<file path="src/rtl/vga_pixel_capture.sv">
// vga_pixel_capture: packs the host's serial video into VRAM bytes and queues {addr,data} for the arbiter.
// Build option CAPTURE_INVERT_EN stores inverted pixels (host drives 1=black, VRAM stores 1=white).
module vga_pixel_capture #(
  parameter int unsigned H_ACTIVE   = 512,
  parameter int unsigned V_ACTIVE   = 342,
  parameter int unsigned H_SKIP     = 0,
  parameter int unsigned V_SKIP     = 0,
  parameter int unsigned FIFO_DEPTH = 4
) (
  input  logic        clk,
  input  logic        nReset,
  input  logic        pixEn,
  input  logic        vidIn,
  input  logic        hsyncIn,
  input  logic        vsyncIn,
  output logic        wrReq,
  output logic [14:0] wrAddr,
  output logic [7:0]  wrData,
  input  logic        wrAck,
  output logic        capActive,
  output logic        ovf
);
  localparam int unsigned BYTES_PER_LINE = H_ACTIVE / 8;
  localparam int unsigned PIX_W    = $clog2(H_ACTIVE + 1);
  localparam int unsigned LINE_W   = $clog2(V_ACTIVE + 1);
  localparam int unsigned SKIP_MAX = (H_SKIP > V_SKIP) ? H_SKIP : V_SKIP;
  localparam int unsigned SKIP_W   = $clog2(SKIP_MAX + 2);
  localparam int unsigned PTR_W    = $clog2(FIFO_DEPTH);
  localparam int unsigned CNT_W    = PTR_W + 1;

  typedef enum logic [2:0] {IDLE, VSKIP, HWAIT, HSKIP, ACTIVE} state_t;
  typedef struct packed {
    logic [14:0] addr;
    logic [7:0]  data;
  } wr_ent_t;

  localparam state_t FRAME_START = (V_SKIP == 0) ? HWAIT : VSKIP;
  localparam state_t LINE_START  = (H_SKIP == 0) ? ACTIVE : HSKIP;

  state_t              state, state_nxt;
  logic                hs_q, vs_q, hs_fall, vs_fall, pix_bit;
  logic [PIX_W-1:0]    pix_cnt, pix_cnt_nxt;
  logic [LINE_W-1:0]   line_cnt, line_cnt_nxt;
  logic [SKIP_W-1:0]   skip_cnt, skip_cnt_nxt;
  logic [7:0]          shift_q, shift_nxt;
  logic                push_c, ovf_clr_c;
  wr_ent_t             push_ent_c;

  wr_ent_t             mem [FIFO_DEPTH];
  logic [PTR_W-1:0]    rd_ptr, wr_ptr;
  logic [CNT_W-1:0]    count, count_nxt;
  logic                pop_c, full_c, push_ok_c, head_from_push_c;

`ifdef CAPTURE_INVERT_EN
  assign pix_bit = ~vidIn;
`else
  assign pix_bit = vidIn;
`endif

  // Falling edge seen in the clk where the input first reads 0.
  assign hs_fall = hs_q & ~hsyncIn;
  assign vs_fall = vs_q & ~vsyncIn;

  always_ff @(posedge clk or negedge nReset) begin
    if (!nReset) begin
      state     <= IDLE;
      hs_q      <= 1'b0;
      vs_q      <= 1'b0;
      pix_cnt   <= '0;
      line_cnt  <= '0;
      skip_cnt  <= '0;
      shift_q   <= '0;
      capActive <= 1'b0;
    end else begin
      state     <= state_nxt;
      hs_q      <= hsyncIn;
      vs_q      <= vsyncIn;
      pix_cnt   <= pix_cnt_nxt;
      line_cnt  <= line_cnt_nxt;
      skip_cnt  <= skip_cnt_nxt;
      shift_q   <= shift_nxt;
      capActive <= (state_nxt == ACTIVE);
    end
  end

  // Sync edges take priority over a coincident pixel strobe.
  always_comb begin
    state_nxt    = state;
    pix_cnt_nxt  = pix_cnt;
    line_cnt_nxt = line_cnt;
    skip_cnt_nxt = skip_cnt;
    shift_nxt    = shift_q;
    push_c       = 1'b0;
    push_ent_c   = '0;
    ovf_clr_c    = 1'b0;
    if (vs_fall) begin
      ovf_clr_c    = 1'b1;
      line_cnt_nxt = '0;
      pix_cnt_nxt  = '0;
      skip_cnt_nxt = '0;
      shift_nxt    = '0;
      state_nxt    = FRAME_START;
    end else begin
      unique case (state)
        IDLE: ;
        VSKIP: if (hs_fall) begin
          skip_cnt_nxt = skip_cnt + SKIP_W'(1);
          if (skip_cnt_nxt == SKIP_W'(V_SKIP)) begin
            skip_cnt_nxt = '0;
            state_nxt    = HWAIT;
          end
        end
        HWAIT: if (hs_fall) begin
          pix_cnt_nxt  = '0;
          skip_cnt_nxt = '0;
          shift_nxt    = '0;
          state_nxt    = LINE_START;
        end
        HSKIP: if (hs_fall) begin
          skip_cnt_nxt = '0;
        end else if (pixEn) begin
          skip_cnt_nxt = skip_cnt + SKIP_W'(1);
          if (skip_cnt_nxt == SKIP_W'(H_SKIP)) begin
            skip_cnt_nxt = '0;
            state_nxt    = ACTIVE;
          end
        end
        ACTIVE: if (hs_fall) begin
          line_cnt_nxt = line_cnt + LINE_W'(1);
          pix_cnt_nxt  = '0;
          shift_nxt    = '0;
          state_nxt    = (line_cnt_nxt == LINE_W'(V_ACTIVE)) ? IDLE : LINE_START;
        end else if (pixEn) begin
          shift_nxt   = {shift_q[6:0], pix_bit};
          pix_cnt_nxt = pix_cnt + PIX_W'(1);
          if (pix_cnt[2:0] == 3'd7) begin
            push_c          = 1'b1;
            push_ent_c.addr = 15'(32'(line_cnt) * BYTES_PER_LINE + 32'(pix_cnt >> 3));
            push_ent_c.data = shift_nxt;
          end
          if (pix_cnt_nxt == PIX_W'(H_ACTIVE)) begin
            line_cnt_nxt = line_cnt + LINE_W'(1);
            pix_cnt_nxt  = '0;
            state_nxt    = (line_cnt_nxt == LINE_W'(V_ACTIVE)) ? IDLE : HWAIT;
          end
        end
        default: state_nxt = IDLE;
      endcase
    end
  end

  // A full FIFO still accepts a push when the head leaves in the same clk.
  always_comb begin
    pop_c            = wrReq & wrAck;
    full_c           = (count == CNT_W'(FIFO_DEPTH));
    push_ok_c        = push_c & (~full_c | pop_c);
    head_from_push_c = push_ok_c & ((count == '0) | (pop_c & (count == CNT_W'(1))));
    count_nxt        = count;
    if (push_ok_c && !pop_c)      count_nxt = count + CNT_W'(1);
    else if (!push_ok_c && pop_c) count_nxt = count - CNT_W'(1);
  end

  always_ff @(posedge clk) begin
    if (push_ok_c) mem[wr_ptr] <= push_ent_c;
  end

  always_ff @(posedge clk or negedge nReset) begin
    if (!nReset) begin
      rd_ptr <= '0;
      wr_ptr <= '0;
      count  <= '0;
      wrReq  <= 1'b0;
      wrAddr <= '0;
      wrData <= '0;
      ovf    <= 1'b0;
    end else begin
      if (push_ok_c) wr_ptr <= wr_ptr + PTR_W'(1);
      if (pop_c)     rd_ptr <= rd_ptr + PTR_W'(1);
      count <= count_nxt;
      wrReq <= (count_nxt != '0);
      if (head_from_push_c) begin
        wrAddr <= push_ent_c.addr;
        wrData <= push_ent_c.data;
      end else if (pop_c && count_nxt != '0) begin
        wrAddr <= mem[rd_ptr + PTR_W'(1)].addr;
        wrData <= mem[rd_ptr + PTR_W'(1)].data;
      end
      if (ovf_clr_c)                      ovf <= 1'b0;
      else if (push_c && full_c && !pop_c) ovf <= 1'b1;
    end
  end

endmodule

</file>
<file path="config.mk">
export PLATFORM = sky130hd
export DESIGN_NAME = vga_pixel_capture
export DESIGN_NICKNAME = d
export VERILOG_FILES = /design/src/rtl/vga_pixel_capture.sv
export SDC_FILE = /design/constraint.sdc
export NUM_CORES = 1
export LEC_CHECK = 0
export ABC_AREA = 1
export ABC_CLOCK_PERIOD_IN_PS = 5860
export CAP_MARGIN = 40
export CORE_MARGIN = 2
export CORE_UTILIZATION = 50
export CTS_CLUSTER_DIAMETER = 50
export DETAILED_ROUTE_END_ITERATION = 16
export GPL_TIMING_DRIVEN = 0
export PLACE_DENSITY = 0.68
export SKIP_LAST_GASP = 1
export SLEW_MARGIN = 0
export SYNTH_ARGS = -nofsm -noshare
export SYNTH_HDL_FRONTEND = slang
export SYNTH_SLANG_ARGS = --single-unit
</file>
<file path="constraint.sdc">
create_clock -name clk -period 5.86 [get_ports clk]
set_input_delay 1.758 -clock clk [delete_from_list [all_inputs] [get_ports clk]]
set_output_delay 1.758 -clock clk [all_outputs]
set_load 0.02 [all_outputs]
</file>
==> images/layer_met2.png <==
(2 px per µm) Cells faint in the background.
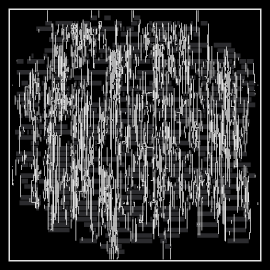
nets with wire on the layer	706
longest straight run	51.3 µm
wire length on this layer	8760 µm

==> images/layer_met3.png <==
(2 px per µm)
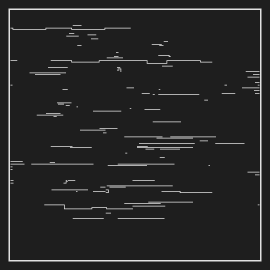
main direction	horizontal
share of all routed wire	5.3%
wire length on this layer	948 µm
nets with wire on the layer	82

==> images/congestion.png <==
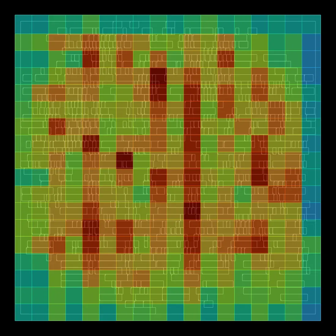
Layout Utilization: 59.2%
Routed wire per std cell: 17.2 µm

==> impl_metrics.json <==
{
  "status": "finished clean",
  "dpl.cell_count": 998,
  "yosys_area_um2": 7320,
  "tns_ps": 0,
  "rr_startpoint": "pix_cnt[0]",
  "drc": 0,
  "comb_share_pct": 29.3,
  "cp-start-kind": "primary input",
  "largest_register_ffs": 92,
  "end_kind": "flop",
  "io_pins": 33,
  "fillers": 1258,
  "io_buffer_count": 32,
  "syn_inst": 777,
  "flop-count": 157,
  "rows": 44,
  "path_clk_slew_ps": 60,
  "comb_cells": 515,
  "pg_comb_mw": 1.04,
  "powerDensity_nw_per_um2": 395,
  "grt_pass1_vias": 5633,
  "ctsResizeCount": 0,
  "synth.distinct_cells": 38,
  "edf_count": 92,
  "core-area_um2": 14400,
  "avgSynthCellArea_um2": 9.42,
  "internal_power_mw": 2.21,
  "warning_count": 33,
  "dr.pass1.iters": 5,
  "timing.final.ws_setup_ps": 1830,
  "gp_congestion": 0.832,
  "clk_path_buf_depth": 2,
  "synthArstFlopShare_pct": 41.4,
  "fin_cells": 1031,
  "die_w_um": 125,
  "clk-power_mw": 1.01,
  "route.final.wire_length_mm": 17.8,
  "top_register": "mem",
  "cts_setup_buffers": 0,
  "postPlaceCellArea_um2": 7990,
  "critPathMaxFanout": 12,
  "area_share_nonclk_buffers_pct": 6.95,
  "cp_data_arrival_time_ps": 4160,
  "rsz0062_at_grt": "false",
  "reg_top3": "mem x92, wrAddr x15, pix_cnt x10",
  "ys_sh_mux_pct": 0,
  "p_seq_mw": 1.32,
  "n_tap_cell": 184,
  "ant_nets": 0,
  "p_clk_share_pct": 29.8,
  "p_sw_mw": 1.16,
  "yosys.area_share.simple_pct": 22.0,
  "hold_start": "wrData[6]",
  "cts_made_buffers": 17,
  "slew_violations": 0,
  "fp_util_pct": 50.7,
  "tightestPinTransition_ps": 877,
  "yosys_warnings": 0,
  "max-slew-margin-rel_pct": 41.4,
  "fa_ha_area_share_pct": 2.39,
  "tritoncts": "yes",
  "viasPerCell": 5.52,
  "seq_area_um2": 4390,
  "min_period_ps": 4030,
  "hpwl_mm": 12.2,
  "cts.htree.levels": 4,
  "route.vias.total": 5688,
  "clock_cell_area_share_pct": 6.35,
  "n_antenna_cell": 0,
  "grt_antenna_before_repair": 0,
  "nNonClkBuffers": 67,
  "layout-drive-gt1-share_pct": 7.91,
  "final-setup-viol-count": 0,
  "largest_cell_class": "registers",
  "max_freq_mhz": 248,
  "cts.sinks": 157,
  "yosys.area_share.aoi_pct": 8.52,
  "design_area_um2": 8550,
  "hold_ws_ps": 501,
  "die_area_um2": 15600,
  "ys.flop_type": "edfxtp_1",
  "combPwrFrac_pct": 30.9,
  "power_mw": 3.38,
  "grt_overflow_total": 0,
  "synthXorXnorAreaFrac_pct": 1.20,
  "fp_nets": 798
}
[Yosys cell counts, types with 3 or more instances]
cell type | instances | share of area, %
a21oi_1 | 23 | 1.6
buf_2 | 5 | 0.34
buf_4 | 5 | 0.51
clkbuf_1 | 16 | 0.82
dfrtp_1 | 65 | 22
edfxtp_1 | 92 | 38
ha_1 | 14 | 2.4
inv_1 | 72 | 3.7
inv_2 | 3 | 0.15
nand2_1 | 196 | 10
nand2_2 | 3 | 0.26
nand2_4 | 3 | 0.46
nand3_1 | 69 | 4.7
nand4_1 | 4 | 0.34
nor2_1 | 94 | 4.8
nor2_4 | 3 | 0.46
o211ai_1 | 3 | 0.31
o21ai_0 | 63 | 4.3
o21ai_1 | 4 | 0.27
o22ai_1 | 13 | 1.1
xor2_1 | 9 | 1.1
[worst max-delay path, cell delays in order]
cell and delay (ps):
clkdlybuf4s50_1 560, nand2_1 110, nor2_2 160, nand3_4 150, nor2_1 300, inv_1 180, nor2_2 700, buf_16 230
[layer usage]
metal	GRT usage, %	wire length [µm]	vias to the layer above
li1	-	-	2702
met3	4.96	948	20
met2	38.9	8760	180
met5	0	0	-
met1	32.0	7750	2786
met4	6.99	294	0
[layout by cell type (no fill, tap or decap), types with 13 or more instances in the layout]
cell type        count
nand2_1            196
edfxtp_1            92
nor2_1              90
inv_1               72
nand3_1             69
dfrtp_1             65
o21ai_0             63
clkdlybuf4s50_1     31
a21oi_1             23
clkbuf_1            19
clkbuf_16           17
ha_1                14
o22ai_1             13
[final timing paths]
check	cells past startpoint	slack, ps	end
setup / recovery	8	1830	mem[1][19]
hold / removal	2	500	wrData[6]
setup reg to reg	9	2910	mem[1][19]
hold reg to reg	2	500	wrData[6]
max in group asynchronous	2	4080	ovf
min in group asynchronous	1	1230	rd_ptr[0]
